==> config.mk <==
export PLATFORM = sky130hd
export DESIGN_NAME = pc_sequencer
export DESIGN_NICKNAME = d
export VERILOG_FILES = /design/src/rtl/pc_sequencer.sv
export SDC_FILE = /design/constraint.sdc
export NUM_CORES = 1
export LEC_CHECK = 0
export ABC_CLOCK_PERIOD_IN_PS = 3200
export CAP_MARGIN = 10
export CORE_MARGIN = 2
export CORE_UTILIZATION = 45
export CTS_CLUSTER_SIZE = 8
export DETAILED_ROUTE_END_ITERATION = 16
export PLACE_DENSITY = 0.63
export SETUP_SLACK_MARGIN = 0.15
export SLEW_MARGIN = 20
export SYNTH_ARGS = -nofsm -noshare
export SYNTH_HDL_FRONTEND = slang
export SYNTH_SLANG_ARGS = --single-unit
==> constraint.sdc <==
create_clock -name clk -period 3.2 [get_ports clk]
set_clock_uncertainty 0.15 [all_clocks]
set_input_delay 0.32 -clock clk [delete_from_list [all_inputs] [get_ports clk]]
set_output_delay 0.32 -clock clk [all_outputs]
set_load 0.05 [all_outputs]
==> src/rtl/pc_sequencer.sv <==
// Program-counter sequencer: applies jump/branch redirects with a one-cycle flush
// bubble and maintains a small return-address stack for jal / jr ra.
module pc_sequencer #(
  parameter int unsigned PC_W      = 4,
  parameter int unsigned RA_W      = 5,
  parameter int unsigned RAS_DEPTH = 4
) (
  input  logic            clk,
  input  logic            reset,
  input  logic            run,
  input  logic            stall,
  input  logic            redirect,
  input  logic [PC_W-1:0] target,
  input  logic            link,
  input  logic            ret,
  output logic [PC_W-1:0] pc,
  output logic [RA_W-1:0] ra_top,
  output logic            fetch_valid,
  output logic            flush,
  output logic            ras_overflow,
  output logic            ras_underflow
);

  localparam int unsigned IDX_W = $clog2(RAS_DEPTH);
  localparam int unsigned SP_W  = IDX_W + 1;

  typedef enum logic [1:0] {
    IDLE  = 2'd0,
    FETCH = 2'd1,
    FLUSH = 2'd2
  } state_t;

  state_t            state_q, state_d;
  logic [PC_W-1:0]   pc_q, pc_d;
  logic              fetch_valid_q, fetch_valid_d;
  logic              flush_q, flush_d;
  logic              ovf_q, ovf_d;
  logic              unf_q, unf_d;
  logic [SP_W-1:0]   sp_q, sp_d;
  logic [RA_W-1:0]   ras_q [RAS_DEPTH];
  logic [RA_W-1:0]   ras_d [RAS_DEPTH];

  logic              ras_empty;
  logic              ras_full;
  logic [IDX_W-1:0]  top_idx;
  logic [IDX_W-1:0]  sp_idx;
  logic [RA_W-1:0]   push_val;
  logic [SP_W-1:0]   sp_dec;

  // Stack occupancy and the return address a jal at the current pc would push.
  assign ras_empty = (sp_q == '0);
  assign ras_full  = (sp_q == SP_W'(RAS_DEPTH));
  assign sp_dec    = sp_q - SP_W'(1);
  assign top_idx   = sp_dec[IDX_W-1:0];
  assign sp_idx    = sp_q[IDX_W-1:0];
  assign push_val  = RA_W'(pc_q) + RA_W'(1);
  assign ra_top    = ras_empty ? '0 : ras_q[top_idx];

  always_ff @(posedge clk) begin
    if (reset) begin
      state_q       <= IDLE;
      pc_q          <= '0;
      fetch_valid_q <= 1'b0;
      flush_q       <= 1'b0;
      ovf_q         <= 1'b0;
      unf_q         <= 1'b0;
      sp_q          <= '0;
      ras_q         <= '{default: '0};
    end else begin
      state_q       <= state_d;
      pc_q          <= pc_d;
      fetch_valid_q <= fetch_valid_d;
      flush_q       <= flush_d;
      ovf_q         <= ovf_d;
      unf_q         <= unf_d;
      sp_q          <= sp_d;
      ras_q         <= ras_d;
    end
  end

  always_comb begin
    state_d = state_q;
    pc_d    = pc_q;
    ovf_d   = ovf_q;
    unf_d   = unf_q;
    sp_d    = sp_q;
    ras_d   = ras_q;

    case (state_q)
      IDLE: begin
        if (run) state_d = FETCH;
      end
      FETCH: begin
        if (!run) begin
          state_d = IDLE;
        end else if (stall) begin
          state_d = FETCH;
        end else if (redirect) begin
          state_d = FLUSH;
          pc_d    = ret ? ra_top[PC_W-1:0] : target;
          case ({link, ret})
            2'b10: begin
              if (ras_full) begin
                ovf_d = 1'b1;
              end else begin
                ras_d[sp_idx] = push_val;
                sp_d          = sp_q + SP_W'(1);
              end
            end
            2'b01: begin
              if (ras_empty) unf_d = 1'b1;
              else           sp_d  = sp_dec;
            end
            2'b11: begin
              // Pop-then-push: on an empty stack the pop underflows and the push still lands.
              if (ras_empty) begin
                unf_d    = 1'b1;
                ras_d[0] = push_val;
                sp_d     = SP_W'(1);
              end else begin
                ras_d[top_idx] = push_val;
              end
            end
            default: ;
          endcase
        end else begin
          pc_d = pc_q + PC_W'(1);
        end
      end
      FLUSH: begin
        state_d = run ? FETCH : IDLE;
      end
      default: state_d = IDLE;
    endcase

    fetch_valid_d = (state_d == FETCH);
    flush_d       = (state_d == FLUSH);
  end

  assign pc            = pc_q;
  assign fetch_valid   = fetch_valid_q;
  assign flush         = flush_q;
  assign ras_overflow  = ovf_q;
  assign ras_underflow = unf_q;

endmodule

Figure 1. Clock nets.
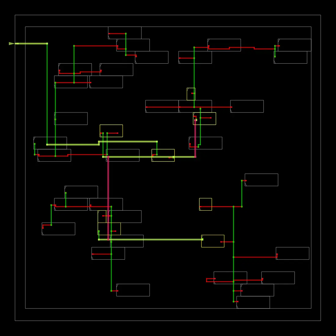
Power Clock: 0.303 mW
Sinks on Clock Net: 33
clk ins delay skew pair: 0.28 ns

Figure 2. Local utilization.
Drawn at 4 px/um. The die is cut into 7 by 7 equal tiles; black is low, pale yellow is high, 0 to 100% covered.
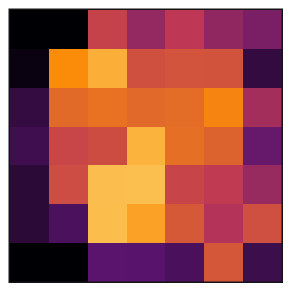
nearly empty tiles: 8.2%
tiles over 75% full: 14%
densest ninth of the die: centre
fullest tile: 86%
emptiest ninth of the die: south-west

==> impl_results.rst <==
Synthesis and place-and-route
=============================

.. list-table::
   :header-rows: 1

   * - Metric
     - Value
   * - Post-Synthesis Cells
     - slightly above 200
   * - Wire length of the first global-routing pass
     - approximately 7700 um
   * - Area fraction in full adders, half adders and majority gates
     - 0.0545
   * - Proportion of register bits with asynchronous set or reset after synthesis
     - 0
   * - Vias per Instance
     - between 5 and 6
   * - WL/cell
     - 17.0 um
   * - Ratio of cells with drive above 1 in the final layout
     - 0.102
   * - Cell with the most instances after synthesis
     - dfxtp_1
   * - Total gr overflow
     - 0
   * - Worst Setup End Kind
     - output pin
   * - Number of enable flip-flop cells
     - 0
   * - Most used DFF post-synth
     - dfxtp_1
   * - Number of DRC markers after the initial detailed-route iteration
     - 82
   * - Depth of the most critical reg-to-reg path
     - 6
   * - Outcome
     - finished, final reports clean
   * - Max power group
     - registers
   * - Post-route worst hold slack
     - 0.299 ns
   * - Power Internal
     - 0.597 mW
   * - Cell Rows
     - 23
   * - Top metal layer carrying routed signals
     - met4
   * - Cell count after placement
     - 268
   * - Tally of max-capacitance violations
     - 0
   * - GR Layer Usage met3
     - 0.0872
   * - Maximum number of pins on one net before global-route repair
     - 21
   * - Met2 routed WL
     - 2170 um
   * - Met1 layer wirelength in the final routing
     - 2180 um
   * - Number of global-route vias before repair
     - about 1600
   * - Total number of vias
     - around 1600
   * - Reported sequential group power
     - 0.418 mW
   * - Number of primary I/O pins
     - 24
   * - Worst Hold Depth
     - 2
   * - Global router's overall resource usage
     - 0.229
   * - Diode count
     - 0
   * - CTS H-tree depth
     - 2
   * - Top cells by instance count after synthesis
     - 33 x dfxtp_1, 22 x a21oi_1, 19 x o21ai_0, 17 x nand3_1, 17 x nor2_1
   * - Share of total power in sequential cells
     - 0.519
   * - Post-synthesis instance area
     - 1840 um2
   * - Post-layout instance area
     - between 2000 and 2500 um2
   * - Net count of the finished layout
     - 244
   * - DR WL met3
     - 320 um
   * - Power in combinational cells
     - 0.0854 mW
   * - Worst supply voltage drop on vdd
     - 0.208 mV
   * - Count of input and output buffers
     - 23
   * - Number of synthesis warnings
     - 0
   * - Start point of the worst min-delay path
     - ras_overflow
   * - Number of antenna violations at the first check in global routing
     - 0
   * - Highest Clock Rate
     - roughly 360 MHz
   * - Time the worst path needs with I/O delays and setup
     - 2.78 ns
   * - Path type of the worst min-delay path
     - reg2reg
   * - Biggest area cells
     - dfxtp_1 36%, a21oi_1 6.0%, ha_1 5.4%
   * - Routed Wire Length
     - 4700 um
   * - Launching instance or port of the critical path
     - sp_q[1]
   * - Post-Synthesis Mean Instance Area
     - 8.92 um2
   * - TritonCTS clock tree
     - yes
   * - Largest family of logic cells by area
     - AND-OR/OR-AND gates
   * - Number of warning messages in the logs
     - 32
   * - Post-synthesis share of cell area spent on xor and xnor gates
     - 0.0143
   * - Worst setup SP type
     - register
   * - Final count of pins violating max slew
     - 0
   * - Number of routed nets with antenna violations
     - 0
   * - Register-to-register path setup slack
     - 0.82 ns
   * - Number of hold violations in the final report
     - 0
   * - Area enclosed by the die boundary
     - 4610 um2
   * - Die extent in x
     - 67.9 um
   * - Die H
     - 67.9 um
   * - Net count of the mapped netlist
     - 225
   * - M2 GR Usage
     - 0.344
   * - Worst setup path end
     - ra_top[1]
   * - Bufs on Longest Clock Path
     - 2
   * - Register with the highest flop count
     - ras_q
   * - And+or+nand+nor area frac
     - 0.207
   * - Met1 usage in global routing
     - 0.301
Figure 3. Clock wires, drivers and flops.
Drawn at 8 px/um.
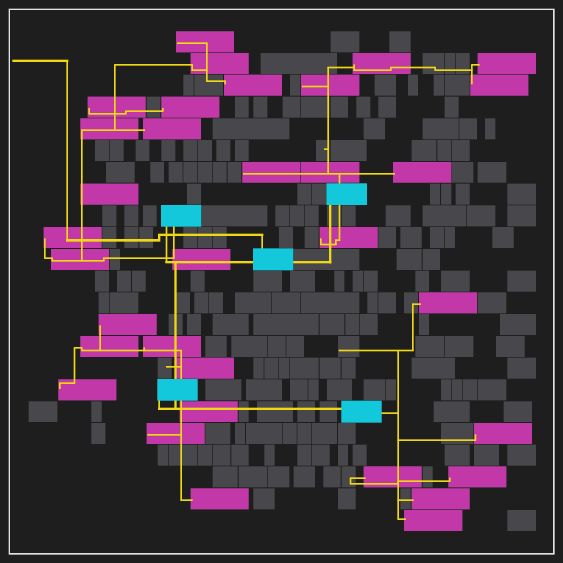
legend:
  clock wires:
    colour: yellow
    length: 423 um
  clock-net drivers:
    colour: cyan
    count: 5
  flip-flops:
    colour: magenta
    count: 33
flops lie: widely spread

area by class of cell:
cell class	instances	area [um2]
fillers	347	1820
flip-flops and latches	33	661
repair buffers	26	250
multi-input cells	153	1070
inverters	6	22.5
clock buffers	5	68.8
well taps	50	62.6
clock inverters	3	17.5
cell usage in the layout (no fill, tap or decap), types with 3 or more instances in the layout:
master and count:
a31oi_1 3, and2_1 5, nand2b_1 3, nor2b_1 3, nand2_1 6, inv_1 6, mux2i_1 6, o21ai_0 19
a21oi_1 22, clkdlybuf4s50_1 18, nor3_1 7, ha_1 8, and3_1 3, clkbuf_8 5, nor2_1 17, dfxtp_1 33
buf_4 6, mux4_2 3, nand3_1 17
critical path, cell delays in order, from the launching register on:
cell and delay [ns]:
dfxtp_1 0.40, inv_1 0.12, ha_1 0.49, mux4_1 0.62, and2_1 0.20, buf_4 0.19
Power and IR drop assume default switching activity.
